==> src/rtl/mapper_pattern_count.sv <==
// Streaming pattern counter: counts overlapping occurrences of a fixed byte pattern
// across a 32-bit word stream and flags end-of-record with a held final count.
//
// state  | meaning
// -------+-----------------------------------------------------------
// S_IDLE | no bytes accepted since reset/clear, history empty
// S_RUN  | inside a record, words being accepted and counted
// S_DONE | last word accepted, count final, input back-pressured
module mapper_pattern_count #(
    parameter int PATTERN_LEN = 4
) (
    input  logic                     i_clk,
    input  logic                     i_rst,
    input  logic                     i_clear,
    input  logic [PATTERN_LEN*8-1:0] i_pattern,
    input  logic                     i_valid,
    output logic                     o_ready,
    input  logic [31:0]              i_data,
    input  logic [3:0]               i_keep,
    input  logic                     i_last,
    output logic [31:0]              o_data_count,
    output logic                     o_done
);

    // One history slot is kept even for single-byte patterns so the arrays stay non-empty;
    // the eligibility check never lets it participate in that case.
    localparam int HIST_N   = (PATTERN_LEN > 1) ? PATTERN_LEN - 1 : 1;
    localparam int FILL_MAX = PATTERN_LEN - 1;
    localparam int EXT_N    = HIST_N + 4;

    typedef enum logic [1:0] {
        S_IDLE = 2'd0,
        S_RUN  = 2'd1,
        S_DONE = 2'd2
    } state_t;

    state_t      r_state;
    state_t      w_state_nxt;
    logic [7:0]  r_hist [HIST_N];
    logic [3:0]  r_hist_fill;
    logic [31:0] r_count;

    logic        w_accept;
    logic [2:0]  w_nvalid;
    logic [7:0]  w_ext [EXT_N];
    logic [7:0]  w_hist_nxt [HIST_N];
    logic [3:0]  w_hit;
    logic [2:0]  w_nmatch;
    logic [32:0] w_count_sum;
    logic [31:0] w_count_nxt;
    logic [4:0]  w_fill_sum;
    logic [3:0]  w_fill_nxt;

    assign o_ready      = (r_state != S_DONE) && !i_clear;
    assign w_accept     = i_valid && o_ready;
    assign o_done       = (r_state == S_DONE);
    assign o_data_count = r_count;

    always_comb begin
        w_nvalid = 3'd4;
        if (i_last) begin
            case (i_keep)
                4'b0001: w_nvalid = 3'd1;
                4'b0011: w_nvalid = 3'd2;
                4'b0111: w_nvalid = 3'd3;
                default: w_nvalid = 3'd4;
            endcase
        end
    end

    // Oldest history byte at index 0, followed by word bytes in stream order.
    always_comb begin
        for (int i = 0; i < HIST_N; i++) w_ext[i] = r_hist[i];
        for (int j = 0; j < 4; j++) w_ext[HIST_N + j] = i_data[j*8 +: 8];
    end

    always_comb begin
        w_hit = '0;
        for (int p = 0; p < 4; p++) begin
            if ((int'(r_hist_fill) + p + 1 >= PATTERN_LEN) && (p < int'(w_nvalid))) begin
                w_hit[p] = 1'b1;
                for (int k = 0; k < PATTERN_LEN; k++) begin
                    if (w_ext[HIST_N + p - PATTERN_LEN + 1 + k] != i_pattern[k*8 +: 8])
                        w_hit[p] = 1'b0;
                end
            end
        end
        w_nmatch = {2'b0, w_hit[0]} + {2'b0, w_hit[1]} + {2'b0, w_hit[2]} + {2'b0, w_hit[3]};
    end

    always_comb begin
        w_count_sum = {1'b0, r_count} + {30'b0, w_nmatch};
        w_count_nxt = w_count_sum[32] ? 32'hFFFF_FFFF : w_count_sum[31:0];
        w_fill_sum  = {1'b0, r_hist_fill} + {2'b0, w_nvalid};
        w_fill_nxt  = (w_fill_sum >= 5'(FILL_MAX)) ? 4'(FILL_MAX) : w_fill_sum[3:0];
    end

    // Keep the newest HIST_N bytes after shifting in only the valid ones.
    always_comb begin
        for (int i = 0; i < HIST_N; i++) begin
            case (w_nvalid)
                3'd1:    w_hist_nxt[i] = w_ext[i + 1];
                3'd2:    w_hist_nxt[i] = w_ext[i + 2];
                3'd3:    w_hist_nxt[i] = w_ext[i + 3];
                default: w_hist_nxt[i] = w_ext[i + 4];
            endcase
        end
    end

    always_comb begin
        w_state_nxt = r_state;
        if (i_clear)
            w_state_nxt = S_IDLE;
        else if (w_accept)
            w_state_nxt = i_last ? S_DONE : S_RUN;
    end

    always_ff @(posedge i_clk) begin
        if (i_rst) begin
            r_state     <= S_IDLE;
            r_count     <= '0;
            r_hist_fill <= '0;
            for (int i = 0; i < HIST_N; i++) r_hist[i] <= '0;
        end else begin
            r_state <= w_state_nxt;
            if (i_clear) begin
                r_count     <= '0;
                r_hist_fill <= '0;
                for (int i = 0; i < HIST_N; i++) r_hist[i] <= '0;
            end else if (w_accept) begin
                r_count     <= w_count_nxt;
                r_hist_fill <= w_fill_nxt;
                for (int i = 0; i < HIST_N; i++) r_hist[i] <= w_hist_nxt[i];
            end
        end
    end

endmodule

==> config.mk <==
export PLATFORM = sky130hd
export DESIGN_NAME = mapper_pattern_count
export DESIGN_NICKNAME = d
export VERILOG_FILES = /design/src/rtl/mapper_pattern_count.sv
export SDC_FILE = /design/constraint.sdc
export NUM_CORES = 1
export LEC_CHECK = 0
export ABC_AREA = 1
export CAP_MARGIN = 25
export CORE_ASPECT_RATIO = 0.9
export CORE_MARGIN = 4
export CORE_UTILIZATION = 45
export DETAILED_ROUTE_END_ITERATION = 10
export DONT_BUFFER_PORTS = 1
export GPL_ROUTABILITY_DRIVEN = 0
export GPL_TIMING_DRIVEN = 1
export HOLD_SLACK_MARGIN = 0.03
export PLACE_DENSITY_LB_ADDON = 0.08
export RECOVER_POWER = 50
export SKIP_CTS_REPAIR_TIMING = 1
export SLEW_MARGIN = 20
export SYNTH_ARGS = -nofsm -noshare
export SYNTH_HDL_FRONTEND = slang
export SYNTH_SLANG_ARGS = --single-unit
==> constraint.sdc <==
create_clock -name i_clk -period 8.5 [get_ports i_clk]
set_clock_uncertainty 0.1 [all_clocks]
set_input_delay 0.85 -clock i_clk [delete_from_list [all_inputs] [get_ports i_clk]]
set_output_delay 0.85 -clock i_clk [all_outputs]
set_load 0.01 [all_outputs]
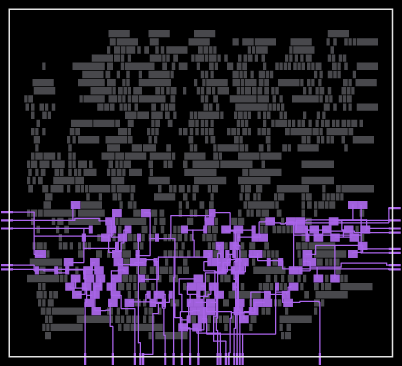
Figure 1: I/O nets highlighted.
Scale: 3 px per um.
i_pattern: in purple, bits 32, direction input, edge 19 bottom, 8 right, 5 left, end cells 136, buffers 0, wire 1,630 um.

==> out/metrics.cfg <==
[outcome]
status = complete, but fails checks
violations = max-capacitance violations, max-slew violations

[finish]
final_util_pct = 50.3
comb_share_pct = 60.5
stdcell_count = 1032
final_common_cell = nand2_1
nClkBuffers = 9
drive_above_1_share_pct = 5.85
comb_area_sq_um = 3730
seq_area_sq_um = 1480

[final_timing]
whs_ps = 344
min_period_ps = 4060
fin_setup_tns_ps = 0
maxSlewViolCount = 27
worst_pin_slew_ps = 1670
period_used_pct = 47.8

[run]
cap_violations = 1
log.warning_count = 31

[synthesis]
netlist_top_cells_count = nand2_1, nor2_1, inv_1
yosysUniqueCellTypes = 40
synth_nets = 977
top_area_share_pct = 14.3
ys_sh_xor_pct = 13.7
simple_gate_share_pct = 36.1

[critical_path]
rr_worst_depth = 21
setup.worst_path.end = o_data_count[29]
startpoint_type = input port
cp_data_arrival_time_ps = 4200
path_delay_family = simple AND/OR/NAND/NOR gates
reg2reg_from = r_hist[0][16]
rrSetupSlack_ps = 4480
required_ps = 8640
worstSetupPathType = in2reg
worstPathMaxFanout = 26

[placed_design]
place_ws_ps = 4100
dpl_cell_area_sq_um = 5810
dp.final_hpwl_um = 15000
port_buffers = 0

[global_route]
grtUsageMet2_pct = 37.9
top_usage_layer = met2
met3_usage_pct = 12.6
grt_pass1_wl_um = 30500

[min_path]
hold_path_depth = 2
hold_path_class = reg2reg

[power]
pwr-share-comb_pct = 13.3
clock_power_w = 0.000443

[floorplan]
fp_util_pct = 47.0
tap_cells = 160

[route]
wl_met3_um = 2890

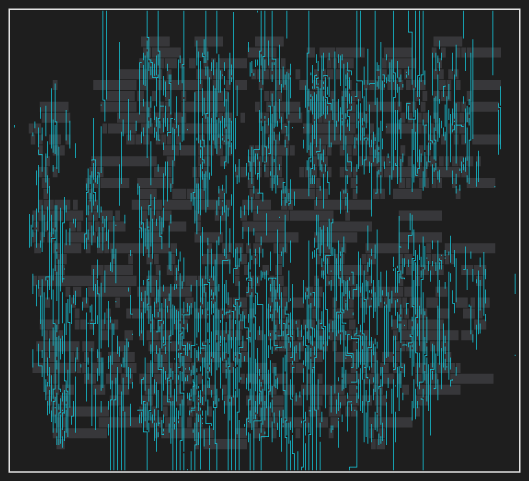
Figure 2: the metal 2 layer.
Scale: 4 px per um. Cells faint in the background.
The layer holds 41% of the routed length. The wires run mostly vertical. 757 nets have wire on it. The longest straight run is 61.2 um. The layer carries 8,050 um of wire.

Power figures rest on the tool's default switching activity, not on a simulated workload.
